`src/rtl/instruction_fetch_unit.sv`:
```
// Fetch stage: drives pc to instruction memory and registers {pc, instr} into IF/ID.
// Latency: address is combinational from pc; the word reaches IF/ID on the next edge.
// Backpressure: stall holds pc, IF/ID and fetch_count; redirect overrides stall and flushes IF/ID.
module instruction_fetch_unit #(
    parameter logic [63:0] RESET_PC   = 64'h0,
    parameter logic [31:0] NOP_INSTR  = 32'h00000013,
    parameter logic [31:0] HALT_INSTR = 32'h00100073,
    parameter int          COUNT_W    = 32
) (
    input  logic               clk,
    input  logic               reset,
    output logic [63:0]        address,
    input  logic [31:0]        I,
    input  logic               stall,
    input  logic               redirect,
    input  logic [63:0]        redirect_target,
    output logic [63:0]        if_id_pc,
    output logic [31:0]        if_id_instr,
    output logic               if_id_valid,
    output logic               halted,
    output logic               fault,
    output logic [COUNT_W-1:0] fetch_count
);

    typedef enum logic [0:0] {
        ST_RUN  = 1'b0,
        ST_HALT = 1'b1
    } state_t;

    state_t             state_q, state_d;
    logic [63:0]        pc_q, pc_d;
    logic [63:0]        if_id_pc_q, if_id_pc_d;
    logic [31:0]        if_id_instr_q, if_id_instr_d;
    logic               if_id_valid_q, if_id_valid_d;
    logic               fault_q, fault_d;
    logic [COUNT_W-1:0] fetch_count_q, fetch_count_d;

    always_comb begin
        state_d       = state_q;
        pc_d          = pc_q;
        if_id_pc_d    = if_id_pc_q;
        if_id_instr_d = if_id_instr_q;
        if_id_valid_d = if_id_valid_q;
        fault_d       = fault_q;
        fetch_count_d = fetch_count_q;

        case (state_q)
            ST_RUN: begin
                if (redirect) begin
                    // Wrong-path word is discarded whether or not the target is usable.
                    if_id_pc_d    = 64'h0;
                    if_id_instr_d = NOP_INSTR;
                    if_id_valid_d = 1'b0;
                    if (redirect_target[1:0] == 2'b00) begin
                        pc_d = redirect_target;
                    end else begin
                        fault_d = 1'b1;
                        state_d = ST_HALT;
                    end
                end else if (!stall) begin
                    if_id_pc_d    = pc_q;
                    if_id_instr_d = I;
                    if_id_valid_d = 1'b1;
                    fetch_count_d = fetch_count_q + 1'b1;
                    if (I == HALT_INSTR) begin
                        state_d = ST_HALT;
                    end else begin
                        pc_d = pc_q + 64'd4;
                    end
                end
            end
            ST_HALT: begin
                // EBREAK stays visible while decode is stalled, then drains to a bubble.
                if (!stall) begin
                    if_id_pc_d    = 64'h0;
                    if_id_instr_d = NOP_INSTR;
                    if_id_valid_d = 1'b0;
                end
            end
            default: state_d = ST_RUN;
        endcase
    end

    always_ff @(posedge clk) begin
        if (reset) begin
            state_q       <= ST_RUN;
            pc_q          <= RESET_PC;
            if_id_pc_q    <= 64'h0;
            if_id_instr_q <= NOP_INSTR;
            if_id_valid_q <= 1'b0;
            fault_q       <= 1'b0;
            fetch_count_q <= '0;
        end else begin
            state_q       <= state_d;
            pc_q          <= pc_d;
            if_id_pc_q    <= if_id_pc_d;
            if_id_instr_q <= if_id_instr_d;
            if_id_valid_q <= if_id_valid_d;
            fault_q       <= fault_d;
            fetch_count_q <= fetch_count_d;
        end
    end

    assign address     = pc_q;
    assign if_id_pc    = if_id_pc_q;
    assign if_id_instr = if_id_instr_q;
    assign if_id_valid = if_id_valid_q;
    assign halted      = (state_q == ST_HALT);
    assign fault       = fault_q;
    assign fetch_count = fetch_count_q;

endmodule

```
`config.mk`:
```
export PLATFORM = sky130hd
export DESIGN_NAME = instruction_fetch_unit
export DESIGN_NICKNAME = d
export VERILOG_FILES = /design/src/rtl/instruction_fetch_unit.sv
export SDC_FILE = /design/constraint.sdc
export NUM_CORES = 1
export LEC_CHECK = 0
export ABC_CLOCK_PERIOD_IN_PS = 3400
export CAP_MARGIN = 10
export CELL_PAD_IN_SITES_DETAIL_PLACEMENT = 0
export CELL_PAD_IN_SITES_GLOBAL_PLACEMENT = 2
export CORE_MARGIN = 4
export CORE_UTILIZATION = 28
export DETAILED_ROUTE_END_ITERATION = 10
export GPL_TIMING_DRIVEN = 0
export PLACE_DENSITY_LB_ADDON = 0.25
export SLEW_MARGIN = 10
export SYNTH_ARGS = -nofsm -noshare
export SYNTH_HDL_FRONTEND = slang
export SYNTH_SLANG_ARGS = --single-unit
```
`constraint.sdc`:
```
create_clock -name clk -period 3.4 [get_ports clk]
set_input_delay 0.68 -clock clk [delete_from_list [all_inputs] [get_ports clk]]
set_output_delay 0.68 -clock clk [all_outputs]
set_load 0.05 [all_outputs]
```
==> results.json <==
{
  "switching_share": 0.3165,
  "met3_length_um": 2797,
  "die_x_um": 188.9,
  "period_minus_slack_ns": 3.327,
  "rr_endpoint": "address[48]",
  "grt_pass1_vias": 9977,
  "clock_sinks": 195,
  "synthDistinctLibCells": 66,
  "mi_logic_area_um2": 4880,
  "cts_tree": "yes",
  "clkCellAreaFrac": 0.04336,
  "avgSynthCellArea_um2": 8.087,
  "endpoint": "address[29]",
  "wl_met2_um": 20210,
  "nonClkBufAreaFrac": 0.2490,
  "numCtsBuffers": 17,
  "ys_ff": 195,
  "area_delta_synth_final_pct": 44.55,
  "grt_pass1_wl_um": 64330,
  "floorplan.core_util": 0.2874,
  "synth.top_cell.area_share": 0.4261,
  "grtUsageTotal": 0.2349,
  "async_flop_share": 0,
  "use_met1": 0.3154,
  "dieArea_um2": 35680,
  "totalWireLength_um": 43280,
  "htreeDepth": 4,
  "p_leak_nw": 4.293,
  "ir_worst_vdd_mv": 0.3316,
  "comb_share": 0.3684,
  "ant_nets": 0,
  "status": "finished clean",
  "drc": 0,
  "clk_latency_ns": 0.46,
  "post_drt_wl_per_cell_um": 22.83,
  "met1_length_um": 19250
}
[run 1: critical path: stages]
cell and delay [ns]:
clkdlybuf4s50_1 0.46, buf_2 0.24, clkbuf_1 0.48, clkbuf_1 0.67
buf_1 0.72, nand2_1 0.12, o31ai_1 0.10, nand2_1 0.09
a21oi_1 0.13
[run 1: power groups by stage]
stage | Combinational, mW | Clock (mW) | Sequential, mW
2_1_floorplan | 0.276 | 0 | 2.66
3_3_place_gp | 0.899 | 0 | 2.48
3_5_place_dp | 0.899 | 0 | 2.48
4_1_cts | 0.902 | 2.11 | 2.43
5_1_grt | 0.952 | 2.21 | 2.44
6_report | 0.904 | 2.06 | 2.43
[run 1: placed cells by master, fill, tap and decap left out, types with 8 or more instances in the layout]
cell / Yosys / routed
clkdlybuf4s50_1: 0 / 294
nor4_1: 27 / 27
o21ai_0: 45 / 45
clkbuf_1: 58 / 56
a21oi_1: 53 / 53
nand2_1: 104 / 104
buf_2: 15 / 14
buf_1: 10 / 10
nor3_1: 24 / 23
a31oi_1: 13 / 13
o31ai_1: 15 / 15
nand3_1: 53 / 53
and3_1: 13 / 13
clkbuf_16: 0 / 17
or3_1: 18 / 18
nand4_1: 31 / 31
a22oi_1: 105 / 105
xor2_1: 15 / 15
xnor2_1: 11 / 11
inv_1: 10 / 10
nor2_1: 186 / 186
dfxtp_1: 195 / 195
and2_1: 8 / 8
[run 1: cells in the mapped netlist, drive strengths merged, types with 5 or more instances]
| cell | instances |
|---|---|
| o31ai | 15 |
| and2 | 8 |
| nand2 | 105 |
| o21ai | 47 |
| nor3 | 27 |
| xnor2 | 11 |
| and4 | 6 |
| xor2 | 15 |
| or4 | 6 |
| mux2i | 5 |
| a22o | 5 |
| nand4 | 38 |
| a211oi | 7 |
| and3 | 13 |
| inv | 10 |
| a21o | 5 |
| a31oi | 13 |
| nand3 | 54 |
| nor4 | 33 |
| dfxtp | 195 |
| a21oi | 53 |
| buf | 26 |
| o311ai | 6 |
| a32o | 5 |
| a22oi | 105 |
| o22ai | 6 |
| nor2 | 186 |
| o211ai | 6 |
| clkbuf | 59 |
| o21a | 5 |
| or3 | 18 |
[run 1: worst min path at each step]
| stage | cells after the start | slack (ns) | to |
|---|---|---|---|
| 2_1_floorplan | 2 | 0.70 | fault |
| 3_3_place_gp | 2 | 0.46 | fault |
| 3_5_place_dp | 2 | 0.47 | if_id_instr[1] |
| 4_1_cts | 2 | 0.48 | if_id_instr[1] |
| 5_1_grt | 2 | 0.50 | if_id_instr[1] |
| 6_report | 2 | 0.48 | fault |
[run 1: flip-flops by register name, summed over array words and instances, names as in the netlist]
name,cells
if_id_instr,32
fetch_count,32
if_id_pc,64
if_id_valid,1
address,64
halted,1
fault,1
[run 1: timing repair]
action,4_1_cts,5_1_grt
gates resized,0,5
setup endpoints to repair,0,5
buffers inserted,0,0
[run 1: kinds of logic after synthesis]
| kind of cell | share of synthesized area |
|---|---|
| AND-OR/OR-AND | 0.2189 |
| XOR/XNOR | 0.02485 |
| adder cells (fa/ha/maj) | 0.002731 |
| buffers and inverters | 0.04192 |
| flip-flops | 0.4261 |
| multiplexers | 0.005462 |
| AND/OR/NAND/NOR | 0.2801 |
Run 1, logic cells by family:
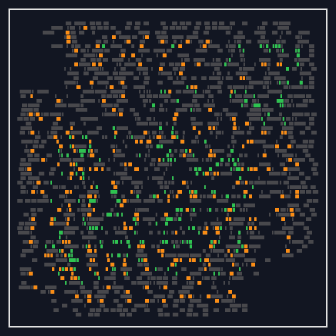
NAND gates: shown in green, cells 203, most used nand2_1. inverting AOI/OAI gates: shown in orange, cells 269, most used a22oi_1, where widely spread.

Run 1, cell placement:
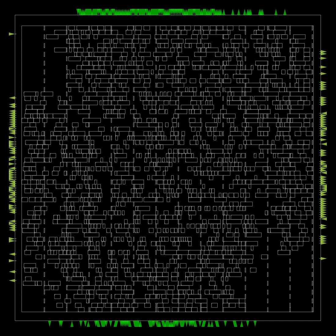
Non-Filler Instances: 1896
n_taps: 435
Seq area share: 0.2948
num sequential: 195

Run 1, cells colored by class:
Bar = 50 µm.
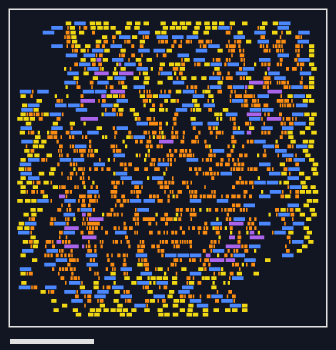
combinational and other logic: shown in orange, cells 853, share of their area 39%. other buffers and delay cells: shown in yellow, cells 380, share of their area 26%. clock drivers and dummy loads: shown in purple, cells 32, share of their area 4.5%. flops: shown in blue, cells 195, share of their area 31%.

Power figures rest on the tool's default switching activity, not on a simulated workload.
